==> src/rtl/prog_loader.sv <==
// prog_loader: UART boot loader. Receives a length-prefixed stream of 16-bit
// words (high byte first) and writes them to instruction memory from address 0,
// holding the core idle while the image is being loaded.
module prog_loader #(
   parameter int CLKS_PER_BIT = 434,
   parameter int DEPTH        = 4096
) (
   input  logic        clk,
   input  logic        rst,
   input  logic        rxd,
   input  logic        load_en,
   output logic [15:0] mem_addr,
   output logic [15:0] mem_data,
   output logic        mem_wren,
   output logic        cpu_hold,
   output logic        done,
   output logic        err,
   output logic [15:0] word_cnt
);

   localparam int CNT_W = (CLKS_PER_BIT > 1) ? $clog2(CLKS_PER_BIT) : 1;
   localparam logic [CNT_W-1:0] FULL_LAST = CNT_W'(CLKS_PER_BIT - 1);
   localparam logic [CNT_W-1:0] HALF_LAST = CNT_W'(CLKS_PER_BIT / 2 - 1);
   localparam logic [16:0]      DEPTH_W   = 17'(DEPTH);

   typedef enum logic [1:0] {RX_IDLE, RX_START, RX_DATA, RX_STOP} rx_state_t;

   typedef enum logic [2:0] {
      L_IDLE, L_LEN_H, L_LEN_L, L_DATA_H, L_DATA_L, L_WRITE, L_DONE
   } l_state_t;

   // ---------------------------------------------------------------------
   // RX front end
   // ---------------------------------------------------------------------
   logic             rx_meta_q, rx_sync_q, rx_prev_q;
   rx_state_t        rx_state_q, rx_state_d;
   logic [CNT_W-1:0] cnt_q, cnt_d;
   logic [2:0]       bit_q, bit_d;
   logic [7:0]       shift_q, shift_d;
   logic [7:0]       rx_byte_q, rx_byte_d;
   logic             byte_valid_q, byte_valid_d;
   logic             frame_err_q, frame_err_d;

   // Synchronize rxd; rx_prev_q keeps the previous synchronized value for edge detection.
   always_ff @(posedge clk or negedge rst) begin
      if (!rst) begin
         // NOTE: synchronizer flops reset to the idle line level so that
         // leaving reset never looks like a start-bit falling edge.
         rx_meta_q <= 1'b1;
         rx_sync_q <= 1'b1;
         rx_prev_q <= 1'b1;
      end else begin
         rx_meta_q <= rxd;
         rx_sync_q <= rx_meta_q;
         rx_prev_q <= rx_sync_q;
      end
   end

   // Receiver next-state: mid-bit sampling of start, 8 data bits (LSB first) and stop.
   always_comb begin
      // NOTE: every signal gets a default before the case so no path can
      // leave it unassigned and infer a latch.
      rx_state_d   = rx_state_q;
      cnt_d        = cnt_q;
      bit_d        = bit_q;
      shift_d      = shift_q;
      rx_byte_d    = rx_byte_q;
      byte_valid_d = 1'b0;
      frame_err_d  = 1'b0;
      unique case (rx_state_q)
         RX_IDLE: begin
            if (rx_prev_q && !rx_sync_q) begin
               rx_state_d = RX_START;
               cnt_d      = '0;
            end
         end
         RX_START: begin
            if (cnt_q == HALF_LAST) begin
               cnt_d      = '0;
               bit_d      = '0;
               // A line already back high is a glitch, not a start bit.
               rx_state_d = rx_sync_q ? RX_IDLE : RX_DATA;
            end else begin
               cnt_d = cnt_q + 1'b1;
            end
         end
         RX_DATA: begin
            if (cnt_q == FULL_LAST) begin
               cnt_d   = '0;
               shift_d = {rx_sync_q, shift_q[7:1]};
               if (bit_q == 3'd7) rx_state_d = RX_STOP;
               else               bit_d      = bit_q + 3'd1;
            end else begin
               cnt_d = cnt_q + 1'b1;
            end
         end
         RX_STOP: begin
            if (cnt_q == FULL_LAST) begin
               cnt_d      = '0;
               rx_state_d = RX_IDLE;
               if (rx_sync_q) begin
                  byte_valid_d = 1'b1;
                  rx_byte_d    = shift_q;
               end else begin
                  frame_err_d  = 1'b1;
               end
            end else begin
               cnt_d = cnt_q + 1'b1;
            end
         end
         default: rx_state_d = RX_IDLE;
      endcase
   end

   // Receiver state registers.
   always_ff @(posedge clk or negedge rst) begin
      if (!rst) begin
         rx_state_q   <= RX_IDLE;
         cnt_q        <= '0;
         bit_q        <= '0;
         shift_q      <= '0;
         rx_byte_q    <= '0;
         byte_valid_q <= 1'b0;
         frame_err_q  <= 1'b0;
      end else begin
         // NOTE: sequential state uses non-blocking assignments so every flop
         // samples the pre-edge values regardless of statement order.
         rx_state_q   <= rx_state_d;
         cnt_q        <= cnt_d;
         bit_q        <= bit_d;
         shift_q      <= shift_d;
         rx_byte_q    <= rx_byte_d;
         byte_valid_q <= byte_valid_d;
         frame_err_q  <= frame_err_d;
      end
   end

   // ---------------------------------------------------------------------
   // Loader FSM
   // ---------------------------------------------------------------------
   l_state_t    l_state_q, l_state_d;
   logic [15:0] len_q, len_d;
   logic [7:0]  hi_q, hi_d;
   logic [15:0] mem_addr_q, mem_addr_d;
   logic [15:0] mem_data_q, mem_data_d;
   logic        mem_wren_q, mem_wren_d;
   logic        cpu_hold_q, cpu_hold_d;
   logic        done_q, done_d;
   logic        err_q, err_d;
   logic [15:0] word_cnt_q, word_cnt_d;
   logic [15:0] len_new;
   logic        abort;

   // Loader next-state: header parse, word assembly, write strobe and abort handling.
   always_comb begin
      l_state_d  = l_state_q;
      len_d      = len_q;
      hi_d       = hi_q;
      mem_addr_d = mem_addr_q;
      mem_data_d = mem_data_q;
      mem_wren_d = 1'b0;
      cpu_hold_d = cpu_hold_q;
      done_d     = done_q;
      err_d      = err_q;
      word_cnt_d = word_cnt_q;
      len_new    = {len_q[15:8], rx_byte_q};

      // A framing error mid-stream and load_en dropping mid-load collapse
      // into one abort, so coincident events still give a single err.
      abort = ((l_state_q != L_IDLE) && frame_err_q) || (cpu_hold_q && !load_en);

      if (abort) begin
         err_d      = 1'b1;
         cpu_hold_d = 1'b0;
         l_state_d  = L_IDLE;
      end else begin
         unique case (l_state_q)
            L_IDLE: begin
               if (load_en && byte_valid_q) begin
                  len_d[15:8] = rx_byte_q;
                  done_d      = 1'b0;
                  err_d       = 1'b0;
                  word_cnt_d  = '0;
                  cpu_hold_d  = 1'b1;
                  l_state_d   = L_LEN_L;
               end
            end
            L_LEN_L: begin
               if (byte_valid_q) begin
                  len_d = len_new;
                  if (len_new == 16'd0) begin
                     l_state_d = L_DONE;
                  end else if ({1'b0, len_new} > DEPTH_W) begin
                     err_d      = 1'b1;
                     cpu_hold_d = 1'b0;
                     l_state_d  = L_IDLE;
                  end else begin
                     mem_addr_d = '0;
                     l_state_d  = L_DATA_H;
                  end
               end
            end
            L_DATA_H: begin
               if (byte_valid_q) begin
                  hi_d      = rx_byte_q;
                  l_state_d = L_DATA_L;
               end
            end
            L_DATA_L: begin
               if (byte_valid_q) begin
                  // Address equals the count of words already written; it is
                  // updated here so it stays put through and after the strobe.
                  mem_data_d = {hi_q, rx_byte_q};
                  mem_addr_d = word_cnt_q;
                  mem_wren_d = 1'b1;
                  l_state_d  = L_WRITE;
               end
            end
            L_WRITE: begin
               word_cnt_d = word_cnt_q + 16'd1;
               if (word_cnt_q + 16'd1 == len_q) begin
                  done_d     = 1'b1;
                  cpu_hold_d = 1'b0;
                  l_state_d  = L_DONE;
               end else begin
                  l_state_d  = L_DATA_H;
               end
            end
            L_DONE: begin
               done_d     = 1'b1;
               cpu_hold_d = 1'b0;
               l_state_d  = L_IDLE;
            end
            default: l_state_d = L_IDLE;
         endcase
      end
   end

   // Loader state and registered outputs.
   always_ff @(posedge clk or negedge rst) begin
      if (!rst) begin
         l_state_q  <= L_IDLE;
         len_q      <= '0;
         hi_q       <= '0;
         mem_addr_q <= '0;
         mem_data_q <= '0;
         mem_wren_q <= 1'b0;
         cpu_hold_q <= 1'b0;
         done_q     <= 1'b0;
         err_q      <= 1'b0;
         word_cnt_q <= '0;
      end else begin
         l_state_q  <= l_state_d;
         len_q      <= len_d;
         hi_q       <= hi_d;
         mem_addr_q <= mem_addr_d;
         mem_data_q <= mem_data_d;
         mem_wren_q <= mem_wren_d;
         cpu_hold_q <= cpu_hold_d;
         done_q     <= done_d;
         err_q      <= err_d;
         word_cnt_q <= word_cnt_d;
      end
   end

   assign mem_addr = mem_addr_q;
   assign mem_data = mem_data_q;
   assign mem_wren = mem_wren_q;
   assign cpu_hold = cpu_hold_q;
   assign done     = done_q;
   assign err      = err_q;
   assign word_cnt = word_cnt_q;

endmodule

==> config.mk <==
export PLATFORM = sky130hd
export DESIGN_NAME = prog_loader
export DESIGN_NICKNAME = d
export VERILOG_FILES = /design/src/rtl/prog_loader.sv
export SDC_FILE = /design/constraint.sdc
export NUM_CORES = 1
export LEC_CHECK = 0
export ABC_CLOCK_PERIOD_IN_PS = 2300
export CAP_MARGIN = 20
export CELL_PAD_IN_SITES_DETAIL_PLACEMENT = 1
export CELL_PAD_IN_SITES_GLOBAL_PLACEMENT = 2
export CORE_MARGIN = 2
export CORE_UTILIZATION = 34
export DETAILED_ROUTE_END_ITERATION = 6
export GPL_TIMING_DRIVEN = 0
export PLACE_DENSITY = 0.81
export SLEW_MARGIN = 20
export SYNTH_ARGS = -nofsm -noshare
export SYNTH_HDL_FRONTEND = slang
export SYNTH_SLANG_ARGS = --single-unit
==> constraint.sdc <==
create_clock -name clk -period 2.3 [get_ports clk]
set_input_delay 0.46 -clock clk [delete_from_list [all_inputs] [get_ports clk]]
set_output_delay 0.46 -clock clk [all_outputs]
set_load 0.01 [all_outputs]
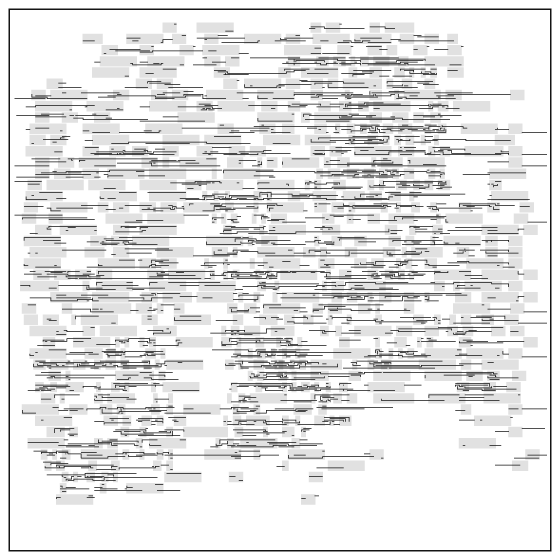
Fig. 1. M1 wires (run 1).
nets with wire on the layer: 570
longest straight run: 40.5 um
share of all routed wire: 45%
wire length on this layer: 6,720 um
main direction: horizontal
routed via count: 4,272
drt total wl: 14,800 um
met1 Usage GRT: 0.242

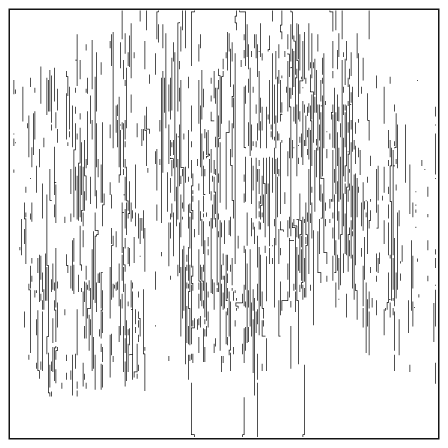
Fig. 2. Signal wires on met2 (run 1).
share of all routed wire: 50%
main direction: vertical
nets with wire on the layer: 563

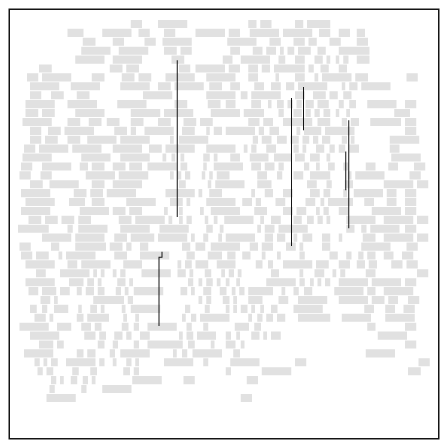
Fig. 3. Metal 4 (run 1).
longest straight run: 47.6 um
nets with wire on the layer: 5
main direction: vertical
share of all routed wire: 1.2%
wire length on this layer: 173 um

run 1: timing repair:
action / CTS / global route
resized: 31 / 17
pin swaps: 11 / 5
hold buffers: 1 / 0
endpoints found under the hold margin: 34 / 0
setup buffers: 24 / 2
setup endpoints to repair: 89 / 64
run 1: power breakdown:
group / internal (mW) / switching [mW] / leakage, nW
registers: 2.10 / 0.0945 / 1.54
clock network: 1.54 / 0.952 / 0.264
logic: 0.122 / 0.188 / 1.49
total: 3.76 / 1.23 / 3.30
run 1: area by class of cell:
class                           instances  area [um2]
Clock inverter                         12         109
Timing Repair Buffer                   83         813
Tap cell                              216         270
Sequential cell                       114        2860
Buffer                                 22         168
Clock buffer                           20         457
Fill cell                            1749        8470
Inverter                               10        37.5
Multi-Input combinational cell        354        2580
run 1: path summary, 6_finish.rpt:
kind	slack, ps	cells past startpoint	start	to
min	360	0	rx_meta_q	rx_sync_q
max	-210	9	word_cnt[0]	l_state_q[2]
min reg2reg	360	0	rx_meta_q	rx_sync_q
max reg2reg	-210	9	word_cnt[0]	l_state_q[2]
max in group asynchronous	1040	3	rst	rx_sync_q
min in group asynchronous	510	2	rst	mem_addr[6]
run 1: routing by layer:
| metal | vias up | global-route usage |
|---|---|---|
| met5 | - | 0 |
| met4 | 0 | 0.0613 |
| met3 | 12 | 0.0448 |
| met2 | 71 | 0.315 |
| met1 | 2189 | 0.242 |
| li1 | 2000 | - |
run 1: per-stage QoR:
step,setup WS (ps),std cells
final,-208,831
after global routing,-293,831
after CTS,-116,830
after detailed placement,-767,775
after global placement,-4060,774
after floorplan,6.57,503
run 1: placed cells by master (no fill, tap or decap), types with 7 or more instances in the layout:
master           instances
a21oi_1                 15
inv_1                   10
buf_4                   24
buf_6                   10
nand2b_1                 8
o31ai_1                  8
and3_1                   7
xor2_1                  13
nor3_1                   7
nor2_1                  19
a22o_1                  22
nand2_1                 63
clkbuf_1                 8
nand3_1                 12
xnor2_1                 16
clkbuf_16               17
mux2_2                  50
o21ai_0                 32
clkdlybuf4s50_1         54
dfrtp_1                108
run 1: flip-flops by register name (all words and copies together) (netlist names), 3 cells and up, named ones only:
register   cells
len_q         16
mem_addr      16
mem_data      16
word_cnt      16
cnt_q          9
hi_q           8
rx_byte_q      8
shift_q        8
bit_q          3
l_state_q      3
run 1: kinds of logic (layout without fill, tap and decap cells):
logic type	Yosys count	count (layout)
AND/OR/NAND/NOR	159	159
AND-OR/OR-AND	107	107
adder cells (fa/ha/maj)	6	6
flip-flops	114	114
buffers and inverters	35	147
XOR/XNOR	29	29
multiplexers	53	53
==> flow_summary_export.csv, run 1 <==
group,metric,value,unit
routing,wl_met2,7470,um
synth,synthTopLogicFamily,"simple AND/OR/NAND/NOR gates",
routing,first_pass_iters,4,
clock_tree,cts_buffers,17,
synth,mux_share,0.109,
floorplan,core_region_area,15800,um2
global_route,grt_overflow,0,
synth,yosys_cells,503,
outcome,violations,"setup timing",
synth,ys_sh_aoi,0.133,
sta,rsz0062_at_grt,"yes",
worst_setup_path,cpMostUsedCell,"o21ai_0",
clock_tree,htreeDepth,4,
worst_setup_path,endpoint_kind,"register",
synth,yosysUniqueCellTypes,53,
sta,setup_slack,-208,ps
synth,async_flop_share,1.00,
power,finalPower,4.99,mW
synth,most_common_cell,"dfrtp_1",
routing,wl_met1,6720,um
worst_setup_path,required,2610,ps
placement,hpwl,9950,um
clock_tree,clkSinkCount,114,
worst_setup_path,worstPathMaxFanout,4,
synth,largest_area_cell,"dfrtp_1",
synth,syn_area,5460,um2
routing,route.met3.wl,472,um
synth,adder_share,0.0137,
synth,top_cells_by_area,"dfrtp_1, mux2_2, nand2_1",
worst_setup_path,crit_chain,"ha_4, nand4_1, or2_2, o21ai_0, o21ai_0, nor4b_2, o2111ai_2, buf_4, o41ai_2",
routing,route.detailed.drc,0,
finish,area_growth,33.6,%
placement,place_congestion,0.814,
placement,placed_cell_area,6320,um2
routing,dr.max_layer_used,"met4",
finish,nNetsFinal,612,
worst_setup_path,crit_arrival,2820,ps
synth,top_cells_by_count,"dfrtp_1, nand2_1, mux2_2",
sta,setup_violations,4,
job,cap_violations,0,
worst_setup_path,slowest_delay,400,ps
outcome,status,"finished, violations left",
finish,post_route_cells_drive_above_1_share,0.259,
sta,setup_tns,-774,ps
floorplan,num_rows,46,
worst_setup_path,crit_path_start_kind,"register",
global_route,grt_util_all_layers,0.188,
floorplan,io_pins,56,
global_route,antenna_found_initial,0,
routing,ant_nets,0,
clock_tree,cts_tree,"done",
global_route,grt_pass1_wl,24700,um
synth,synthCells,503,
floorplan,chipArea,17100,um2
sta,fmax,399,MHz
worst_setup_path,slowest_stage,"dfrtp_2",
sta,period_used_share,1.09,
clock_tree,cts_root_buf,"clkbuf_16",
routing,drt_iter0_markers,194,
global_route,grt_max_degree,81,
power,max-vdd-ir-drop,0.000483,V
power,leakage,3.30,nW
routing,wire_per_inst,17.8,um
synth,ys_sh_xor,0.0465,
placement,io_buffers,55,
floorplan,fp_util,0.346,
synth,yosys_area,5460,um2
==> run 2, diff against run 1 <==
--- a/config.mk
+++ b/config.mk
@@ -11,6 +11,7 @@
 export CELL_PAD_IN_SITES_GLOBAL_PLACEMENT = 2
 export CORE_MARGIN = 2
 export CORE_UTILIZATION = 34
+export CTS_BUF_LIST = sky130_fd_sc_hd__clkbuf_8 sky130_fd_sc_hd__clkbuf_16
 export DETAILED_ROUTE_END_ITERATION = 6
 export GPL_TIMING_DRIVEN = 0
 export PLACE_DENSITY = 0.81
==> constraint.sdc (replaced) <==
create_clock -name clk -period 2.3 [get_ports clk]
set_input_delay 0.69 -clock clk [delete_from_list [all_inputs] [get_ports clk]]
set_output_delay 0.69 -clock clk [all_outputs]
set_load 0.01 [all_outputs]
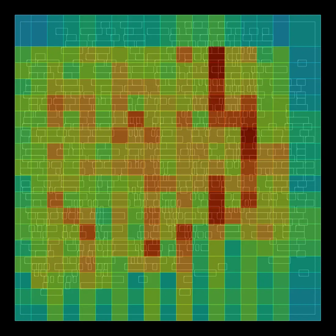
Fig. 4. Track usage over the die (run 2).
met3 Use GR: 0.0448
GR Util met2: 0.313
Final Util: 0.462
WL/cell: 17.8 um

==> flow_summary_export.csv, run 2 <==
group,metric,value,unit
placement,placed_cell_area,6320,um2
worst_setup_path,crit_path_start_kind,"register",
routing,first_pass_iters,5,
power,internal_power,3.75,mW
synth,top_cells_by_area,"dfrtp_1, mux2_2, nand2_1",
worst_setup_path,worstPathMaxFanout,4,
routing,totalWireLength,14800,um
placement,io_buffers,55,
floorplan,core_region_area,15800,um2
synth,yosys_cells,503,
worst_setup_path,required,2620,ps
routing,dr_total_vias,4281,
finish,post_route_cells_drive_above_1_share,0.256,
routing,ant_nets,0,
sta,setup_tns,-751,ps
power,finalPower,5.00,mW
job,cap_violations,0,
worst_setup_path,endpoint_kind,"register",
finish,finish.instance_area,7290,um2
power,switchingPower,1.24,mW
global_route,grt_max_degree,81,
power,power_frac_comb,0.061,
routing,drt_iter0_markers,176,
outcome,violations,"setup timing",
floorplan,chipArea,17100,um2
synth,synthCells,503,
finish,nNetsFinal,610,
synth,top_cells_by_count,"dfrtp_1, nand2_1, mux2_2",
global_route,grt_util_all_layers,0.188,
floorplan,num_rows,46,
global_route,grt_overflow,0,
placement,hpwl,9950,um
synth,most_common_cell,"dfrtp_1",
finish,fillers,1752,
outcome,status,"finished, violations left",
synth,ys.flop_type,"dfrtp_1",
power,swShare,0.249,
clock_tree,cts_buffers,17,
power,clockPowerShare,0.500,
sta,fmax,399,MHz
synth,yosysUniqueCellTypes,53,
floorplan,io_pins,56,
synth,syn_area,5460,um2
placement,place_congestion,0.814,
sta,setup_slack,-204,ps
power,leakage,3.31,nW
worst_setup_path,crit_arrival,2820,ps
global_route,grt_pass1_wl,24600,um
sta,rsz0062_at_grt,"yes",
routing,route.detailed.drc,0,
placement,pre_cts_slack,-997,ps
sta,period_used_share,1.09,
clock_tree,cts_tree,"done",
synth,yosys_area,5460,um2
synth,largest_area_cell,"dfrtp_1",
sta,setup_violations,4,
finish,mostFrequentLayoutCells,"dfrtp_1, nand2_1, clkdlybuf4s50_1, mux2_2, o21ai_0",
worst_setup_path,r2r_setup_slack,-200,ps
finish,lay_top_count,"dfrtp_1",
clock_tree,htreeDepth,4,
clock_tree,hold_buffers,0,
clock_tree,cts_root_buf,"clkbuf_16",
synth,async_flop_share,1.00,
[run 2: cell counts after synthesis]
No cell type changed its count.
[run 2: timing repair]
action / 4_1_cts / 5_1_grt
pin swaps: 11 / 7
setup buffers: 24 / 2
gates resized: 36 / 16
endpoints found under the setup margin: 89 / 71
[run 2: layout make-up]
type / count / area, um2 / share of cell area
Inverter: 10 / 37.5 / 0.00515
Multi-Input combinational cell: 354 / 2580 / 0.355
Sequential cell: 114 / 2860 / 0.392
Clock buffer: 19 / 453 / 0.0621
Tap cell: 216 / 270 / 0.0371
Clock inverter: 13 / 113 / 0.0154
Timing Repair Buffer: 82 / 808 / 0.111
Buffer: 21 / 164 / 0.0225
[run 2: through the flow]
stage          instances  utilization
2_1_floorplan        503            -
3_3_place_gp         774        0.399
3_5_place_dp         775        0.401
4_1_cts              829        0.458
5_1_grt              829        0.462
6_report             829        0.462
[run 2: critical path: stages (launching register included)]
cell and delay (ps):
dfrtp_2 400, ha_4 180, nand4_1 180, or2_2 360, o21ai_0 180, o21ai_0 130
nor4b_2 350, o2111ai_2 220, buf_4 210, o41ai_2 190
[run 2: routing by layer]
metal / global-route usage / part of all wire / vias up
met2: 0.313 / 0.50 / 73
met3: 0.0448 / 0.033 / 19
met5: 0 / 0 / -
met1: 0.242 / 0.45 / 2192
met4: 0.0613 / 0.016 / 0
li1: - / - / 1997
[run 2: worst paths after layout]
path	startpoint	end	cells after the start
hold reg to reg	rx_meta_q	rx_sync_q	0
max in group asynchronous	rst	rx_sync_q	2
min in group clk	rx_meta_q	rx_sync_q	0
hold / removal	rst	mem_addr[6]	1
setup / recovery	word_cnt[0]	l_state_q[2]	9
setup reg to reg	word_cnt[0]	l_state_q[2]	9
[run 2: power groups by stage]
stage / clock network, mW / logic [mW] / registers (mW)
floorplan: 0 / 0.203 / 2.20
global placement: 0 / 0.280 / 2.22
detailed placement: 0 / 0.306 / 2.22
CTS: 2.55 / 0.311 / 2.19
global route: 2.63 / 0.360 / 2.20
finish: 2.50 / 0.306 / 2.19
[run 2: logic make-up after synthesis]
group           Yosys count  synth area share
mux                      53             0.109
compound gates          107             0.133
simple gates            159             0.144
xor+xnor                 29            0.0465
fa+ha+maj                 6            0.0137
buf+inv                  35            0.0314
flops                   114             0.523
Power and IR drop assume default switching activity.
